==> images/logic_types.png <==
Scale: 3 px per micron.
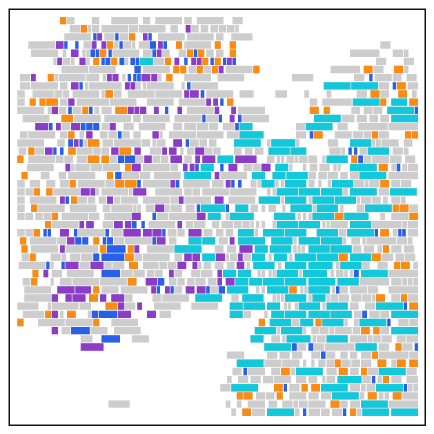
==> images/wires.png <==
Scale: 2 px per micron. Only two layers are drawn.
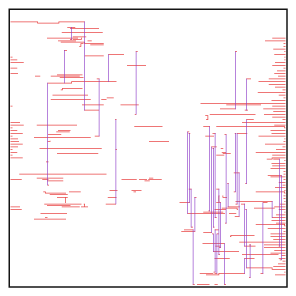
==> images/io_placement.png <==
Scale: 3 px per micron. Pins as bars across the die edge, other pins in grey.
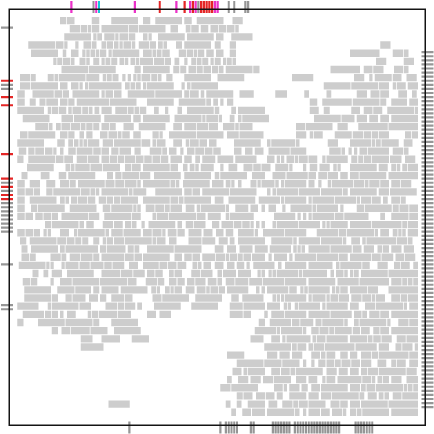
==> images/layer_met4.png <==
Scale: 3 px per micron.
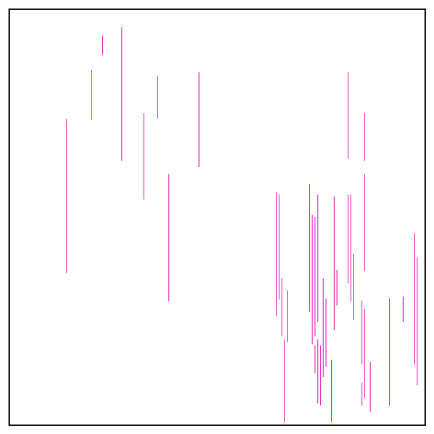
File: src/rtl/mul4_pkg.sv
`default_nettype none
// ============================================================================
//  Module   : mul4_pkg
//  Purpose  : Shared definitions for the 2x2-bit multiplier fitness scorer:
//             default lane count, FSM state type and the reference product
//             function used by the lane comparator.
//  Revision : 1.0 - initial release
// ============================================================================
package mul4_pkg;

    // Number of bit-sliced test lanes carried per beat unless overridden.
    localparam int c_lanes_default = 16;

    typedef enum logic [0:0] {
        ACCUM  = 1'b0,
        REPORT = 1'b1
    } state_t;

    // True 4-bit product of two 2-bit unsigned operands (max 3*3 = 9).
    function automatic logic [3:0] exp_prod(input logic [1:0] a, input logic [1:0] b);
        return {2'b00, a} * {2'b00, b};
    endfunction

endpackage
`default_nettype wire

File: src/rtl/mul4_lane_match.sv
`default_nettype none
// ============================================================================
//  Module   : mul4_lane_match
//  Purpose  : Combinational per-beat scorer. For every lane it forms the true
//             product of the bit-sliced operands, compares it bitwise with
//             the candidate result and reports how many bits and how many
//             whole lanes matched.
//  Ports    : a1,a0,b1,b0 [LANES] - operand lanes, a={a1,a0}, b={b1,b0}
//             y3..y0      [LANES] - candidate result lanes
//             bit_inc     [BIT_W] - matching result bits over all lanes
//             lane_inc    [LANE_W]- lanes with all four bits matching
//  Revision : 1.0 - initial release
// ============================================================================
module mul4_lane_match
    import mul4_pkg::*;
#(
    parameter int LANES  = c_lanes_default,
    parameter int BIT_W  = $clog2(4*LANES+1),
    parameter int LANE_W = $clog2(LANES+1)
) (
    input  logic [LANES-1:0]  a1,
    input  logic [LANES-1:0]  a0,
    input  logic [LANES-1:0]  b1,
    input  logic [LANES-1:0]  b0,
    input  logic [LANES-1:0]  y3,
    input  logic [LANES-1:0]  y2,
    input  logic [LANES-1:0]  y1,
    input  logic [LANES-1:0]  y0,
    output logic [BIT_W-1:0]  bit_inc,
    output logic [LANE_W-1:0] lane_inc
);

    // Per-lane match mask: a set bit means that result bit is correct.
    logic [3:0] w_match [LANES];

    generate
        for (genvar gi = 0; gi < LANES; gi++) begin : g_lane
            logic [3:0] w_prod;
            logic [3:0] w_res;
            assign w_prod      = exp_prod({a1[gi], a0[gi]}, {b1[gi], b0[gi]});
            assign w_res       = {y3[gi], y2[gi], y1[gi], y0[gi]};
            assign w_match[gi] = ~(w_res ^ w_prod);
        end
    endgenerate

    always_comb begin
        bit_inc  = '0;
        lane_inc = '0;
        for (int i = 0; i < LANES; i++) begin
            bit_inc  = bit_inc + BIT_W'(w_match[i][0]) + BIT_W'(w_match[i][1])
                               + BIT_W'(w_match[i][2]) + BIT_W'(w_match[i][3]);
            lane_inc = lane_inc + LANE_W'(&w_match[i]);
        end
    end

endmodule
`default_nettype wire

File: src/rtl/mul4_fitness_scorer.sv
`default_nettype none
// ============================================================================
//  Module   : mul4_fitness_scorer
//  Purpose  : Accumulates bit-level and lane-level match scores of evolved
//             2x2-bit multiplier candidates over a multi-beat evaluation and
//             presents a held fitness report through a valid/ready handshake.
//  Ports    : clk, rst_n (async, active-low)
//             in_valid/in_ready/in_last - beat handshake, last marks final beat
//             a1,a0,b1,b0,y3..y0 [LANES] - operand and candidate result lanes
//             out_valid/out_ready        - report handshake
//             score_bits, score_lanes [ACC_W], beats [CNT_W] - report fields,
//             zero whenever no report is held
//  Revision : 1.0 - initial release
// ============================================================================
module mul4_fitness_scorer
    import mul4_pkg::*;
#(
    parameter int LANES = c_lanes_default,
    parameter int ACC_W = 16,
    parameter int CNT_W = 8
) (
    input  logic             clk,
    input  logic             rst_n,
    input  logic             in_valid,
    output logic             in_ready,
    input  logic             in_last,
    input  logic [LANES-1:0] a1,
    input  logic [LANES-1:0] a0,
    input  logic [LANES-1:0] b1,
    input  logic [LANES-1:0] b0,
    input  logic [LANES-1:0] y3,
    input  logic [LANES-1:0] y2,
    input  logic [LANES-1:0] y1,
    input  logic [LANES-1:0] y0,
    output logic             out_valid,
    input  logic             out_ready,
    output logic [ACC_W-1:0] score_bits,
    output logic [ACC_W-1:0] score_lanes,
    output logic [CNT_W-1:0] beats
);

    localparam int c_bit_w  = $clog2(4*LANES+1);
    localparam int c_lane_w = $clog2(LANES+1);

    state_t              r_state;
    state_t              w_state_nxt;

    logic [c_bit_w-1:0]  w_bit_inc;
    logic [c_lane_w-1:0] w_lane_inc;

    logic [ACC_W-1:0]    r_acc_bits;
    logic [ACC_W-1:0]    r_acc_lanes;
    logic [CNT_W-1:0]    r_acc_beats;

    logic [ACC_W-1:0]    r_rep_bits;
    logic [ACC_W-1:0]    r_rep_lanes;
    logic [CNT_W-1:0]    r_rep_beats;

    logic                w_accept;
    logic [ACC_W:0]      w_bits_sum;
    logic [ACC_W:0]      w_lanes_sum;
    logic [ACC_W-1:0]    w_bits_sat;
    logic [ACC_W-1:0]    w_lanes_sat;
    logic [CNT_W-1:0]    w_beats_sat;

    mul4_lane_match #(
        .LANES  (LANES),
        .BIT_W  (c_bit_w),
        .LANE_W (c_lane_w)
    ) u_lane_match (
        .a1       (a1),
        .a0       (a0),
        .b1       (b1),
        .b0       (b0),
        .y3       (y3),
        .y2       (y2),
        .y1       (y1),
        .y0       (y0),
        .bit_inc  (w_bit_inc),
        .lane_inc (w_lane_inc)
    );

    // ------------------------------------------------------------------
    // FSM: in_ready / out_valid decode from the state register only, so
    // there is no combinational path from out_ready to in_ready.
    // ------------------------------------------------------------------
    always_ff @(posedge clk or negedge rst_n) begin
        if (!rst_n) begin
            r_state <= ACCUM;
        end else begin
            r_state <= w_state_nxt;
        end
    end

    always_comb begin
        w_state_nxt = r_state;
        in_ready    = 1'b0;
        out_valid   = 1'b0;
        case (r_state)
            ACCUM: begin
                in_ready = 1'b1;
                if (in_valid && in_last) begin
                    w_state_nxt = REPORT;
                end
            end
            REPORT: begin
                out_valid = 1'b1;
                if (out_ready) begin
                    w_state_nxt = ACCUM;
                end
            end
            default: begin
                w_state_nxt = ACCUM;
            end
        endcase
    end

    assign w_accept = in_valid & in_ready;

    // ------------------------------------------------------------------
    // Saturating accumulation: one extra carry bit detects overflow and
    // pins the result at all-ones instead of wrapping.
    // ------------------------------------------------------------------
    assign w_bits_sum  = {1'b0, r_acc_bits}  + (ACC_W+1)'(w_bit_inc);
    assign w_lanes_sum = {1'b0, r_acc_lanes} + (ACC_W+1)'(w_lane_inc);
    assign w_bits_sat  = w_bits_sum[ACC_W]  ? '1 : w_bits_sum[ACC_W-1:0];
    assign w_lanes_sat = w_lanes_sum[ACC_W] ? '1 : w_lanes_sum[ACC_W-1:0];
    assign w_beats_sat = (&r_acc_beats) ? r_acc_beats : r_acc_beats + CNT_W'(1);

    // The last beat's sums go straight to the report registers while the
    // accumulators clear, so the next evaluation starts from zero.
    always_ff @(posedge clk or negedge rst_n) begin
        if (!rst_n) begin
            r_acc_bits  <= '0;
            r_acc_lanes <= '0;
            r_acc_beats <= '0;
            r_rep_bits  <= '0;
            r_rep_lanes <= '0;
            r_rep_beats <= '0;
        end else if (w_accept) begin
            if (in_last) begin
                r_acc_bits  <= '0;
                r_acc_lanes <= '0;
                r_acc_beats <= '0;
                r_rep_bits  <= w_bits_sat;
                r_rep_lanes <= w_lanes_sat;
                r_rep_beats <= w_beats_sat;
            end else begin
                r_acc_bits  <= w_bits_sat;
                r_acc_lanes <= w_lanes_sat;
                r_acc_beats <= w_beats_sat;
            end
        end
    end

    assign score_bits  = (r_state == REPORT) ? r_rep_bits  : '0;
    assign score_lanes = (r_state == REPORT) ? r_rep_lanes : '0;
    assign beats       = (r_state == REPORT) ? r_rep_beats : '0;

endmodule
`default_nettype wire

File: config.mk
export PLATFORM = sky130hd
export DESIGN_NAME = mul4_fitness_scorer
export DESIGN_NICKNAME = d
export VERILOG_FILES = /design/src/rtl/mul4_pkg.sv /design/src/rtl/mul4_lane_match.sv /design/src/rtl/mul4_fitness_scorer.sv
export SDC_FILE = /design/constraint.sdc
export NUM_CORES = 1
export LEC_CHECK = 0
export ABC_CLOCK_PERIOD_IN_PS = 2400
export CAP_MARGIN = 0
export CORE_MARGIN = 2
export CORE_UTILIZATION = 45
export DETAILED_ROUTE_END_ITERATION = 8
export PLACE_DENSITY = 0.84
export RECOVER_POWER = 50
export SLEW_MARGIN = 20
export SYNTH_ARGS = -nofsm -noshare
export SYNTH_HDL_FRONTEND = slang
export SYNTH_HIERARCHICAL = 1
export SYNTH_SLANG_ARGS = --single-unit
File: constraint.sdc
create_clock -name clk -period 2.4 [get_ports clk]
set_clock_uncertainty 0.05 [all_clocks]
set_input_delay 0.24 -clock clk [delete_from_list [all_inputs] [get_ports clk]]
set_output_delay 0.24 -clock clk [all_outputs]
set_load 0.05 [all_outputs]
==> out/qor.log <==
qor: status.run_status finished with violations
qor: status.violations_in_the_final_reports capacitance limit, slew limit, setup timing
qor: sta.layout_worst_path_cycle_share 315%
qor: clock_tree.numCtsBuffers 9
qor: worst_setup_path.crit_required 2.57 ns
qor: die.floorplanUtilization 45.4%
qor: synthesis.post_synth_num_cell_types 57
qor: clock_tree.post_cts_hold_buffer_count 1
qor: die.rows 49
qor: worst_setup_path.worst_path_largest_cell_delay 0.58 ns
qor: placed_design.place_congestion 0.920
qor: finish.layout.cells.most_common_list buf_4, dfrtp_1, nand2_1
qor: die.ios 175
qor: die.die_area 0.0191 sq mm
qor: sta.timing.max_slew.rel_slack -10.0%
qor: sta.worst_margin_pin_slew 1.65 ns
qor: clock_tree.clk_pin_slew 0.06 ns
qor: clock_tree.clock_tree_from_tritoncts done
qor: worst_setup_path.setup.worst_path.start_class primary input
qor: run.cap_viol_max_count 1
qor: sta.layout_setup_ws -5.16 ns
qor: grt.first_global_vias 7863
qor: synthesis.synthesis.area 0.00810 sq mm
qor: clock_tree.cts.root.buffer_cell clkbuf_16
qor: finish.final_util 68.8%
qor: synthesis.synth_warnings 6
qor: clock_tree.tritoncts_num_sinks 81
qor: worst_setup_path.crit_type in -> reg
qor: die.fp.coreArea 0.0178 sq mm
qor: drt.detailedRoute.firstIterationViolations 439
qor: finish.design.final.nets 1394
qor: synthesis.proportion_of_synthesized_flip_flops_having_asynchronous_set_or_reset 100%
qor: drt.drtAntennaViolNets 0
qor: worst_hold_path.holdCritPathClass in -> reg
qor: grt.total_grt_overflow 0
qor: clock_tree.clock.latency.late_pin 0.34 ns
qor: synthesis.numSynthFlops 81
qor: synthesis.ys_seq_share 25.0%
qor: synthesis.net_count_synth 1151
qor: sta.setup_viol 64
qor: grt.grt_pass1_wl 40.4 mm
qor: clock_tree.max-clock-path-buffers 2
qor: synthesis.count_of_library_flops_with_an_enable_pin 0
qor: grt.grt_antenna_before_repair 1
qor: worst_setup_path.timing.critical_path.slowest_stage_cell fa_1
qor: synthesis.post_synth.cell_area_avg 9.14 sq um
qor: synthesis.synth.top_cells.by_area dfrtp_1, fa_1, ha_1
qor: worst_setup_path.arrival 7.73 ns
qor: synthesis.ys_cells 886
qor: worst_setup_path.cpMostUsedCell fa_1
qor: synthesis.syn_inst 886
qor: sta.final-hold-violation-count 0
qor: worst_setup_path.max_fanout_on_critical_path 8
qor: run.tool_warnings 32
qor: finish.fill_cells 1190
qor: grt.largest_net_degree_at_the_start_of_global_routing 52
qor: sta.min_period 7.56 ns
qor: finish.syn_to_final_growth 51.4%
qor: finish.proportion_of_layout_cells_with_a_drive_suffix_above_1 35.5%
qor: sta.drv_slew 32
qor: placed_design.place_ws -5.84 ns
qor: synthesis.yosysTopAreaCellShare 25.0%
qor: sta.timing.fmax 0.132 GHz
qor: drt.drc 0
qor: synthesis.ff_type dfrtp_1
qor: sta.rsz0062_at_grt yes
qor: synthesis.ys_chip_area 0.00810 sq mm
qor: clock_tree.ctsResizeCount 314
qor: drt.vias_per_cell 5.51
qor: synthesis.yosys.area.top_type dfrtp_1
qor: clock_tree.buffers_inserted_by_post_cts_timing_repair 13
qor: clock_tree.h_tree_levels 3
qor: placed_design.placedCellCount 1327
qor: drt.dr.pass1.iters 5
qor: placed_design.hpwlAfterDp 17.0 mm
qor: worst_setup_path.worst_setup_path_end_kind register
Notes on logic_types.png above:
legend:
  blue:
    family: nand cells
    cells: 113
    most_used: nand2_1
    where: widely spread
  cyan:
    family: fa/ha/maj cells
    cells: 132
    most_used: fa_1
  orange:
    family: and/or cells
    cells: 125
    most_used: and2_1
    where: widely spread
  purple:
    family: aoi and oai cells
    cells: 125
    most_used: o21ai_1
Cell Count, Final, Fillers Out: 1364
dominant logic cell type in the layout: buf_4
multi-input combinational area share: 57.3%

Notes on wires.png above:
legend:
  red:
    layer: metal 3
    wire_length: 1660 microns
  purple:
    layer: metal 4
    wire_length: 1090 microns
wire length reported by the detailed router: 25.3 mm
average wire per standard cell: 18.6 microns
overall track demand over capacity in global routing: 25.9%
total via count in the routed design: 7522

Notes on io_placement.png above:
legend:
  red:
    port: score_lanes
    pins: 16
    direction: output
    edge: 8 north, 8 west
  cyan:
    port: out_valid
    pins: 1
    direction: output
    edge: north
  magenta:
    port: beats
    pins: 8
    direction: output
    edge: north
height of the die: 138 microns
Port Buf Inserts: 174
overall die width: 138 microns

Notes on layer_met4.png above:
share of all routed wire: 4.3%
nets with wire on the layer: 36
longest straight run: 51.0 microns
wire length on this layer: 1090 microns
main direction: vertical

final cells by class:
cell class / count / area (sq um) / area share [%]
Clock inverter: 5 / 103 / 0.836
Sequential cell: 81 / 2030 / 16.5
Inverter: 83 / 312 / 2.54
Timing Repair Buffer: 265 / 2270 / 18.5
Tap cell: 229 / 287 / 2.34
Clock buffer: 11 / 243 / 1.98
Multi-Input combinational cell: 689 / 7020 / 57.3
Antenna cell: 1 / 2.50 / 0.0204
critical path, delay by kind of cell:
family	cells	cell delay, ns
compound gates	6	0.95
xor+xnor	1	0.22
fa+ha+maj	13	5.07
buf+inv	7	0.65
simple gates	4	0.60
Yosys cell counts, types with 2 or more instances:
master and instances:
buf_2 2, a21oi_1 22, and4_1 4, nor3_1 14, o22a_1 8, buf_6 3, a311oi_1 2, o211ai_1 3
xor2_1 41, mux2i_1 7, nand2b_1 4, ha_1 66, and2_0 2, clkbuf_1 26, nor2b_1 3, and3_4 3
nand3_1 19, o21ai_0 49, or4_1 3, xnor2_1 50, buf_1 2, nand4_1 8, dfrtp_1 81, a41oi_1 4
o21a_1 5, o21bai_1 4, and2_1 95, or2_2 2, a21o_1 9, inv_1 83, a211o_1 2, nand2_1 81
nor2_1 44, o31ai_1 6, a31oi_1 20, a211oi_1 11, and3_1 10, nor4b_1 2, or3_1 3, fa_1 66
layer usage:
metal  vias to the layer above  routed length, microns  global-route usage (%)
li1                       3446                       -                       -
met3                        80                    1660                    3.39
met4                         0                    1090                    9.99
met5                         -                       0                       0
met2                       365                   12800                    46.0
met1                      3631                    9820                    32.2
registers in the layout (all words and copies together) (netlist names):
name         flops
r_rep_beats      8
r_rep_bits      16
r_acc_bits      16
r_acc_lanes     16
r_acc_beats      8
r_rep_lanes     16
r_state          1
cell families (layout without fill, tap and decap cells):
kind of cell               count (synthesis)  after routing  share of synthesized area [%]
AOI/OAI and AO/OA                        156            156                           12.4
buffers and inverters                    116            364                           5.68
xor gates and xnor gates                  91             91                           9.84
muxes                                      7              7                          0.865
adders and majority gates                132            132                           26.5
DFF                                       81             81                           25.0
other                                      0              1                              0
and+or+nand+nor                          303            303                           19.7
per-stage QoR:
| step | hold WS, ns | instance area [sq um] | setup TNS (ns) |
|---|---|---|---|
| global placement | 0.149 | 11000 | -306.84 |
| global route | 0.434 | 12300 | -302.72 |
| detailed placement | 0.148 | 11000 | -313.55 |
| floorplan | -0.106 | 8650 | -260.49 |
| CTS | 0.330 | 12000 | -274.26 |
| finish | 0.399 | 12300 | -277.14 |
final timing paths:
kind,start,end,slack [ns],depth (start not counted)
worst max-delay path,b1[5],r_acc_bits[15],-5.16,31
worst min-delay path,out_ready,r_state,0.40,2
worst max register to register,r_acc_lanes[0],r_acc_lanes[11],0.05,7
worst min register to register,r_rep_bits[8],r_rep_bits[8],0.42,2
max in group asynchronous,rst_n,r_acc_bits[6],0.21,3
min in group asynchronous,rst_n,r_rep_beats[3],0.80,2
